Design order_msg_parser, sky130hd; sources not shown.
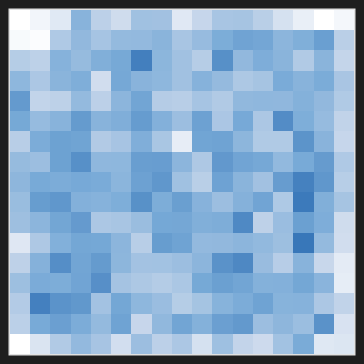
(placement density heat map)
Scale: 2 px per um. The die is cut into 17 by 17 equal tiles; white is low, dark blue is high, 0 to 100% covered.
mean over tiles: 41%
fullest tile: 71%
nearly empty tiles: 1.4%
Core Box Area: 0.0281 mm2
final core utilization: 45.0%
FP Core Util: 35.0%

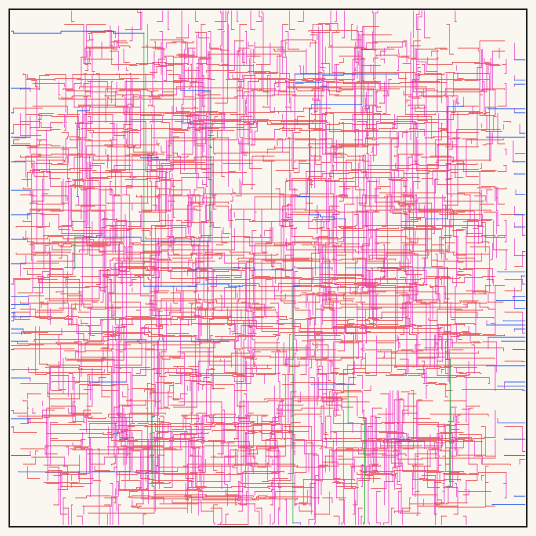
(wiring by layer)
Scale: 3 px per um.
[red] M1 | wire length: 14500 um
[blue] M3 | wire length: 798 um
[green] M4 | wire length: 647 um
[magenta] M2 | wire length: 14000 um
WL/cell: 19.4 um
GRT Util Overall: 21.7%

==> job_summary.md <==
## Synthesis and layout report

| Metric | Value |
|---|---|
| Sw frac | 29.7% |
| Clk_lat worst skew | 0.53 ns |
| GRT met3 Usage | 2.08% |
| Worst reg2reg setup slack | 0.28 ns |
| Initial antenna violation count | 0 |
| Complex Gates by Area | 6.98% |
| Critical Path, Cell by Cell | clkdlybuf4s50_1 |
| Max stage delay on crit path | 0.83 ns |
| Post-Syn Instances | 1020 |
| Post-synth EDFFs | 0 |
| Adder Area Share | 0.637% |
| Setup Buffers After CTS | 0 |
| Sequential share of power | 43.7% |
| CTS Hold Bufs | 0 |
| Setup ws final | 0.196 ns |
| Max-area cell share | 58.1% |
| Combinational power | 0.00129 W |
| Slew margin rel. | 28.2% |
| Clock share of power | 41.0% |
| Syn_nets | 1038 |
| N_taps | 378 |
| Yosys cell types | 51 |
| Comb_multi_in | 714 |
| Met1 usage | 30.2% |
| Simple-Gate Area Share | 23.4% |
| Max-area cell class | flip-flops and latches |
| Repair and plain buffers | 176 |
| Synth warn | 0 |
| Count of input and output buffers | 135 |
| Largest area contributor in the netlist | dfrtp_1 |
| Finished Cell Area | 0.0127 mm2 |
| Comb area share | 29.8% |
| Main logic family | simple AND/OR/NAND/NOR gates |
| Logic area | 0.00377 mm2 |
| Synth Flop Type | dfrtp_1 |
| Die width | 172 um |
| Inverters | 3 |
| Worst path slowest cell | clkdlybuf4s50_1 |
| Die H | 172 um |
| CTS buffer count | 27 |
| Final wirelength | 30.0 mm |
| Arr. time, crit path | 1.98 ns |
| Clk tree area frac | 7.29% |
| Synth Seq Share | 58.4% |
| Critical path type | reg -> out |
| Met2 Track Usage GR | 34.2% |
| Xor+xnor area frac | 1.78% |
| Fin crit period | 2.70 ns |
| Cell count of the worst reg-to-reg path | 8 |
| Seq pwr | 0.00369 W |
| Synth cell count leaders | nand2_1, dfrtp_1, nand3_1 |
| Final Instance Count excl. Fillers | 1549 |
| NonClk Buf Share | 13.7% |
| Top-Level Pins | 136 |
| Yosys chip area | 0.00982 mm2 |
| CTS tree | built |
| Via count | 7873 |
| First-pass GRT wire length | 48.3 mm |
| Netlist Area Pre-Place | 0.00982 mm2 |
| Routed wl met2 | 14.0 mm |
| Pwr top | sequential cells |
| Fin crit share | 93.3% |
| Die footprint | 0.0296 mm2 |
| FP Rows | 61 |
| Post-CTS sizing | 0 |
| Largest net degree at the start of global routing | 91 |
| Status | finished clean |
| Synth Area per Inst | 9.63 um2 |
| Critical Path Stages | 1 |
| Hold Slack | 0.192 ns |
| Placed cell area | 0.0117 mm2 |
| Max FFs per register | 105 |
| Ys cells | 1020 |
| Worst-Margin Slew | 1.08 ns |
| Async SR Flop Fraction | 100% |
| Finish-stage setup viols | 0 |
| CTS clock-pin slew for the worst setup and hold paths | 0.06 ns |
| Detailed placement HPWL | 19.8 mm |
| Slew Viols, Final | 0 |
| Max frequency | 370 MHz |
| Switching pwr | 0.00250 W |
| Design Power | 0.00844 W |
| RSZ-0062 raised after global routing | false |
| HP Class | in -> async |
| Highest routed layer | met4 |
| Flops | 229 |
| Pre-CTS WS | 0.0328 ns |
| Worst Setup End Kind | primary output |
| Number of nets with antenna violations after routing | 0 |
| Clock sinks | 229 |
| Worst-path fanout max | 8 |
| Count leader, synth | nand2_1 |
| GRT overflow | 0 |
| DRT Pass-1 Iters | 4 |
| Register Area | 0.00574 mm2 |
| Worst setup SP type | flip-flop |
| Max Buffers Root-to-Sink | 3 |
| VDD IR-drop max | 0.468 mV |
| Tool warnings | 28 |
| Logic gate share of total power | 15.3% |
| DRC violations left | 0 |
| Vias per inst | 5.08 |
| Detailed Route Iter0 Violations | 360 |
| Mux share | 5.36% |
| CP bufs+invs | 1 |
| Antenna cells | 0 |
| Top cells by area, synth | dfrtp_1, nand2_1, nand3_1 |
| Final Wtd Congestion | 0.785 |
| Busiest grt layer | met2 |
| WL met1 | 14.5 mm |
| Clock Skew | 0.0124 ns |
| Cell leakage power | 6.11 nW |
| P per Cell Area | 667 mW/mm2 |
| Clock buffer cells | 40 |
| CTS Root Cell | clkbuf_16 |
| Post-synth regs | 229 |
| CP Data Required Time | 2.17 ns |
Power figures rest on the tool's default switching activity, not on a simulated workload.
